## src/rtl/spi_buffer_arbiter_if.sv

```systemverilog
// Bundle of the arbiter's data-path, RAM-port and status signals.
// slave = the arbiter itself, master = the SPI receiver/consumer/RAM side.
interface spi_buffer_arbiter_if #(
  parameter int DEPTH_LOG2 = 15,
  parameter int DATA_W     = 16
);
  logic                  clear;
  logic                  wr_pulse;
  logic [DATA_W-1:0]     wr_data;
  logic                  rd_req;
  logic                  rd_valid;
  logic [DATA_W-1:0]     rd_data;
  logic [DEPTH_LOG2-1:0] ram_addr;
  logic [DATA_W-1:0]     ram_wdata;
  logic                  ram_we;
  logic                  ram_re;
  logic [DATA_W-1:0]     ram_rdata;
  logic [DEPTH_LOG2:0]   level;
  logic                  empty;
  logic                  full;
  logic                  overflow;

  modport slave (
    input  clear, wr_pulse, wr_data, rd_req, ram_rdata,
    output rd_valid, rd_data, ram_addr, ram_wdata, ram_we, ram_re,
           level, empty, full, overflow
  );

  modport master (
    output clear, wr_pulse, wr_data, rd_req, ram_rdata,
    input  rd_valid, rd_data, ram_addr, ram_wdata, ram_we, ram_re,
           level, empty, full, overflow
  );
endinterface

```

## src/rtl/spi_buffer_arbiter.sv

```systemverilog
// Circular FIFO over a single-port RAM. Writes from the SPI receiver are
// never stalled: if the port is busy with a read, the word parks in a
// one-entry pending register and commits on the next free cycle. Reads go
// through a 3-state FSM (issue, RAM latency, deliver).
module spi_buffer_arbiter #(
  parameter int DEPTH_LOG2 = 15,
  parameter int DATA_W     = 16
) (
  input  logic                  clk,
  input  logic                  reset,
  spi_buffer_arbiter_if.slave   bus
);

  typedef enum logic [1:0] {IDLE, RD, DATA} state_t;

  localparam logic [DEPTH_LOG2:0]   DEPTH_WORDS = {1'b1, {DEPTH_LOG2{1'b0}}};
  localparam logic [DEPTH_LOG2:0]   LVL_ONE     = 1;
  localparam logic [DEPTH_LOG2-1:0] PTR_ONE     = 1;

  state_t                state, state_nxt;
  logic [DEPTH_LOG2-1:0] wr_ptr, rd_ptr, pend_addr;
  logic [DATA_W-1:0]     pend_data;
  logic                  pend_vld;
  logic [DEPTH_LOG2:0]   level;
  logic                  overflow;
  logic                  rd_valid;
  logic [DATA_W-1:0]     rd_data;

  logic                  full_w, accept, drop;
  logic                  commit_pend, commit_new, stash_new, issue;
  logic                  we, re;
  logic [DEPTH_LOG2-1:0] addr;
  logic [DATA_W-1:0]     wdata;

  // Acceptance is decided purely on occupancy; clear wins over a same-cycle write.
  assign full_w = (level == DEPTH_WORDS);
  assign accept = bus.wr_pulse & ~full_w & ~bus.clear;
  assign drop   = bus.wr_pulse &  full_w & ~bus.clear;

  // Port arbitration (pending write > new write > read issue) and FSM next state.
  // Port outputs are forced idle while reset is asserted, without waiting for a clock.
  always_comb begin
    state_nxt   = state;
    we          = 1'b0;
    re          = 1'b0;
    addr        = '0;
    wdata       = '0;
    commit_pend = 1'b0;
    commit_new  = 1'b0;
    stash_new   = 1'b0;
    issue       = 1'b0;
    if (reset && !bus.clear) begin
      case (state)
        IDLE, DATA: begin
          if (pend_vld) begin
            we          = 1'b1;
            addr        = pend_addr;
            wdata       = pend_data;
            commit_pend = 1'b1;
            stash_new   = accept;
          end else if (accept) begin
            we         = 1'b1;
            addr       = wr_ptr;
            wdata      = bus.wr_data;
            commit_new = 1'b1;
          end else if (state == IDLE && !bus.wr_pulse && bus.rd_req && level != '0) begin
            re    = 1'b1;
            addr  = rd_ptr;
            issue = 1'b1;
          end
          state_nxt = (state == DATA) ? IDLE : (issue ? RD : IDLE);
        end
        RD: begin
          // Port is reserved for the returning read data; park any new word.
          stash_new = accept;
          state_nxt = DATA;
        end
        default: state_nxt = IDLE;
      endcase
    end
  end

  // FSM state register; clear aborts any in-flight read.
  always_ff @(posedge clk or negedge reset) begin
    if (!reset)         state <= IDLE;
    else if (bus.clear) state <= IDLE;
    else                state <= state_nxt;
  end

  // Pointers, occupancy, pending slot, overflow flag and read-data capture.
  always_ff @(posedge clk or negedge reset) begin
    if (!reset) begin
      wr_ptr    <= '0;
      rd_ptr    <= '0;
      level     <= '0;
      overflow  <= 1'b0;
      pend_vld  <= 1'b0;
      pend_addr <= '0;
      pend_data <= '0;
      rd_valid  <= 1'b0;
      rd_data   <= '0;
    end else if (bus.clear) begin
      wr_ptr   <= '0;
      rd_ptr   <= '0;
      level    <= '0;
      overflow <= 1'b0;
      pend_vld <= 1'b0;
      rd_valid <= 1'b0;
    end else begin
      if (commit_pend || commit_new) wr_ptr <= wr_ptr + PTR_ONE;
      if (issue)                     rd_ptr <= rd_ptr + PTR_ONE;
      // Issue requires no wr_pulse, so accept and issue are mutually exclusive.
      if (accept)     level <= level + LVL_ONE;
      else if (issue) level <= level - LVL_ONE;
      if (drop) overflow <= 1'b1;
      if (stash_new) begin
        pend_vld  <= 1'b1;
        // If the old pending word commits now, the new one lands one slot later.
        pend_addr <= commit_pend ? wr_ptr + PTR_ONE : wr_ptr;
        pend_data <= bus.wr_data;
      end else if (commit_pend) begin
        pend_vld <= 1'b0;
      end
      // RAM data is valid during RD; present it for exactly the DATA cycle.
      rd_valid <= (state == RD);
      if (state == RD) rd_data <= bus.ram_rdata;
    end
  end

  assign bus.ram_we    = we;
  assign bus.ram_re    = re;
  assign bus.ram_addr  = addr;
  assign bus.ram_wdata = wdata;
  assign bus.rd_valid  = rd_valid;
  assign bus.rd_data   = rd_data;
  assign bus.level     = level;
  assign bus.empty     = (level == '0);
  assign bus.full      = full_w;
  assign bus.overflow  = overflow;

endmodule

```

## src/flat_wrapper.sv

```systemverilog
// flat-port wrapper written by rule: the top's interface ports become plain ports
module spi_buffer_arbiter_flat 
#(
  parameter int DEPTH_LOG2 = 15,
  parameter int DATA_W     = 16
)
  (clk, reset, bus_clear, bus_wr_pulse, bus_wr_data, bus_rd_req, bus_ram_rdata, bus_rd_valid, bus_rd_data, bus_ram_addr, bus_ram_wdata, bus_ram_we, bus_ram_re, bus_level, bus_empty, bus_full, bus_overflow);
  spi_buffer_arbiter_if #(.DEPTH_LOG2(DEPTH_LOG2), .DATA_W(DATA_W)) bus_i ();
  input  logic clk;
  input  logic reset;
  input wire logic [$bits(bus_i.clear)-1:0] bus_clear;
  input wire logic [$bits(bus_i.wr_pulse)-1:0] bus_wr_pulse;
  input wire logic [$bits(bus_i.wr_data)-1:0] bus_wr_data;
  input wire logic [$bits(bus_i.rd_req)-1:0] bus_rd_req;
  input wire logic [$bits(bus_i.ram_rdata)-1:0] bus_ram_rdata;
  output wire logic [$bits(bus_i.rd_valid)-1:0] bus_rd_valid;
  output wire logic [$bits(bus_i.rd_data)-1:0] bus_rd_data;
  output wire logic [$bits(bus_i.ram_addr)-1:0] bus_ram_addr;
  output wire logic [$bits(bus_i.ram_wdata)-1:0] bus_ram_wdata;
  output wire logic [$bits(bus_i.ram_we)-1:0] bus_ram_we;
  output wire logic [$bits(bus_i.ram_re)-1:0] bus_ram_re;
  output wire logic [$bits(bus_i.level)-1:0] bus_level;
  output wire logic [$bits(bus_i.empty)-1:0] bus_empty;
  output wire logic [$bits(bus_i.full)-1:0] bus_full;
  output wire logic [$bits(bus_i.overflow)-1:0] bus_overflow;
  assign bus_i.clear = bus_clear;
  assign bus_i.wr_pulse = bus_wr_pulse;
  assign bus_i.wr_data = bus_wr_data;
  assign bus_i.rd_req = bus_rd_req;
  assign bus_i.ram_rdata = bus_ram_rdata;
  assign bus_rd_valid = bus_i.rd_valid;
  assign bus_rd_data = bus_i.rd_data;
  assign bus_ram_addr = bus_i.ram_addr;
  assign bus_ram_wdata = bus_i.ram_wdata;
  assign bus_ram_we = bus_i.ram_we;
  assign bus_ram_re = bus_i.ram_re;
  assign bus_level = bus_i.level;
  assign bus_empty = bus_i.empty;
  assign bus_full = bus_i.full;
  assign bus_overflow = bus_i.overflow;
  spi_buffer_arbiter #(.DEPTH_LOG2(DEPTH_LOG2), .DATA_W(DATA_W)) u_core (.clk(clk), .reset(reset), .bus(bus_i));
endmodule
```

## config.mk

```make
export PLATFORM = sky130hd
export DESIGN_NAME = spi_buffer_arbiter_flat
export DESIGN_NICKNAME = d
export VERILOG_FILES = /design/src/rtl/spi_buffer_arbiter_if.sv /design/src/rtl/spi_buffer_arbiter.sv /design/src/flat_wrapper.sv
export SDC_FILE = /design/constraint.sdc
export NUM_CORES = 1
export LEC_CHECK = 0
export CAP_MARGIN = 20
export CORE_ASPECT_RATIO = 1.5
export CORE_UTILIZATION = 32
export CTS_BUF_LIST = sky130_fd_sc_hd__clkbuf_8
export DETAILED_ROUTE_END_ITERATION = 10
export SLEW_MARGIN = 20
export SYNTH_ARGS = -nofsm -noshare
export SYNTH_HDL_FRONTEND = slang
export SYNTH_SLANG_ARGS = --single-unit
```

## constraint.sdc

```tcl
create_clock -name clk -period 3.35 [get_ports clk]
set_clock_uncertainty 0.15 [all_clocks]
set_input_delay 0.67 -clock clk [delete_from_list [all_inputs] [get_ports clk]]
set_output_delay 0.67 -clock clk [all_outputs]
set_load 0.05 [all_outputs]
```

### Floorplan with the power grid

(3 px per um) Pins as bars on the die edge.
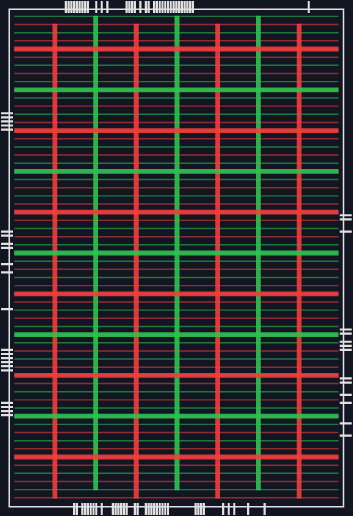
VSS -> red
VDD -> green
met4 straps = 7
rows = 59

### Local utilization

(1.5 px per um) The die is cut into 11 by 17 equal tiles; white is low, dark blue is high, 0 to 100% covered.
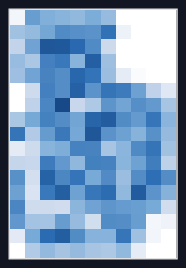
fullest tile = 90%
mean over tiles = 44%
emptiest ninth of the die = top right
tiles over 75% full = 9.1%
nearly empty tiles = 12%

==> run summary <==
Implementation results

For this design the top-level I/O count stands at roughly 110. A synthesized cell averages 9.25 sq um. The switching part of the total power is 0.433.

The first global-routing pass estimated roughly 28000 um of wire. The final route contains approximately 5400 vias. For the worst reg-to-reg path, the startpoint reported by OpenROAD is u_core.bus.level[11]$_DFFE_PN0P_.

In this run the remaining antenna-violating nets after routing total 0. In this run the register-to-register setup slack is roughly 0.045 ns. The cell-mix breakdown from Yosys lists the simple-gate area share as 0.171. The maximum fanout count along the critical path is 7. The most common logic cells in the final layout are 82 x sky130_fd_sc_hd__dfrtp_1, 76 x sky130_fd_sc_hd__buf_4, 67 x sky130_fd_sc_hd__clkdlybuf4s50_1.

The type of element capturing the critical path is a register. The area fraction in compound gates is 0.206. The worst slew margin relative to its limit is 0.382. The floorplan step defined a core boundary enclosing between 15000 and 20000 sq um. The flip-flop and latch count after synthesis is between 90 and 100. After synthesis, the cell types taking the most area are sky130_fd_sc_hd__dfrtp_1 43%, sky130_fd_sc_hd__mux2_2 6.3%, sky130_fd_sc_hd__o21ai_0 6.2%.

The largest net degree at the start of global routing is 69. The net count entering floorplan is about 670. Total global-route track usage over all layers is 0.196.

Fill cells in the final layout number 1653. Per the detail_route log, met3 wirelength is ~520 um. The flow ran to the end, and the final reports show no timing, DRC or antenna violations. The count of port buffers added during placement is around 110.

The floorplan step set the die width to between 100 and 150 um. The ratio of total power to cell area is about 630 nW/um^2. The critical path launch point type is a register.

The power dissipated by switching net loads is between 2 and 2.5 mW. The area fraction in xor and xnor cells is 0.0508. For this run, asynchronously set or reset flops after synthesis account for 1.00. The fraction of the mapped netlist area in adder cells is 0.0396.

The number of hold buffers added after CTS is 0. The fraction of met3 tracks used by global routing is 0.0193. The main combinational cell family by area after synthesis is AND-OR/OR-AND gates.

The chip area from the yosys synthesis statistics is approximately 5700 sq um. In the final routing, the length of wire on met1 measures 6610 um. The most common library cell in the layout ignoring fill and taps is sky130_fd_sc_hd__dfrtp_1. The critical path start-end classification is reg2reg. Sorting the synthesized cells by how often they occur yields 98 x sky130_fd_sc_hd__dfrtp_1, 70 x sky130_fd_sc_hd__o21ai_0, 68 x sky130_fd_sc_hd__nand2_1.

Per the layout area report, the combinational gate area comes to approximately 3200 sq um. The root buffer cell is sky130_fd_sc_hd__clkbuf_8. The initial antenna violation count is 0. The transition time recorded at the tightest slew-check pin is slightly above 0.9 ns.

The routed design uses just under 10000 um of met2 wire. Overall power consumption after layout is estimated at 5.29 mW. The number of cells on the worst reg-to-reg path is 12. The iteration count of the initial detailed-routing pass is 5.

Final hold analysis gives a worst-case slack of 0.170 ns. The type recorded for the worst min-delay path is in2async. The weighted congestion at the end of routability-driven global placement is between 0.9 and 1.
### Track usage over the die

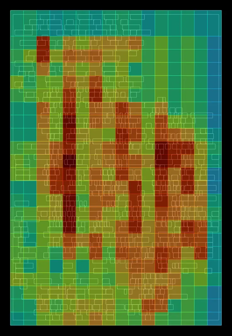
met1 usage: 0.204
final design utilization: 0.482
met2 usage: 0.388
most utilized layer in the global route result: met2

==> cell type report <==
type / instances / share of cell area
Multi-Input combinational cell: 472 / 0.387
Tap cell: 213 / 0.0319
Timing Repair Buffer: 190 / 0.257
Clock inverter: 6 / 0.00659
Sequential cell: 98 / 0.296
Clock buffer: 10 / 0.0165
Inverter: 11 / 0.00554
==> critical path, cell delays in order (launching register included) <==
cell and delay, ns:
sky130_fd_sc_hd__dfrtp_2 0.45, sky130_fd_sc_hd__nor4_4 0.26, sky130_fd_sc_hd__buf_4 0.18, sky130_fd_sc_hd__nand4_1 0.16, sky130_fd_sc_hd__nand2_4 0.14, sky130_fd_sc_hd__buf_12 0.13
sky130_fd_sc_hd__ha_1 0.27, sky130_fd_sc_hd__a21oi_2 0.18, sky130_fd_sc_hd__nand2_1 0.10, sky130_fd_sc_hd__a221o_1 0.35, sky130_fd_sc_hd__a211o_1 0.27, sky130_fd_sc_hd__or3_1 0.31
sky130_fd_sc_hd__a32o_1 0.26
==> stage by stage <==
step	worst slack, ns	cell area (sq um)	std cells
2_1_floorplan	-0.0461	5820	615
3_3_place_gp	-0.289	7890	971
3_5_place_dp	-0.325	7890	971
4_1_cts	-0.00530	8280	998
5_1_grt	-0.0646	8360	1000
6_report	0.0445	8360	1000
==> flip-flops by register name (all words and copies together) (netlist names) <==
register / count
u_core.bus.level: 16
u_core.bus.overflow: 1
u_core.bus.rd_data: 16
u_core.bus.rd_valid: 1
u_core.pend_addr: 15
u_core.pend_data: 16
u_core.pend_vld: 1
u_core.rd_ptr: 15
u_core.state: 2
u_core.wr_ptr: 15
==> timing repair <==
action / 4_1_cts / 5_1_grt
pin swaps: 4 / 3
gates cloned: 1 / 0
setup buffers: 10 / 2
endpoints found under the hold margin: 0 / 0
endpoints found under the setup margin: 33 / 21
gates resized: 18 / 15
Power is estimated from default activity; no workload was simulated.
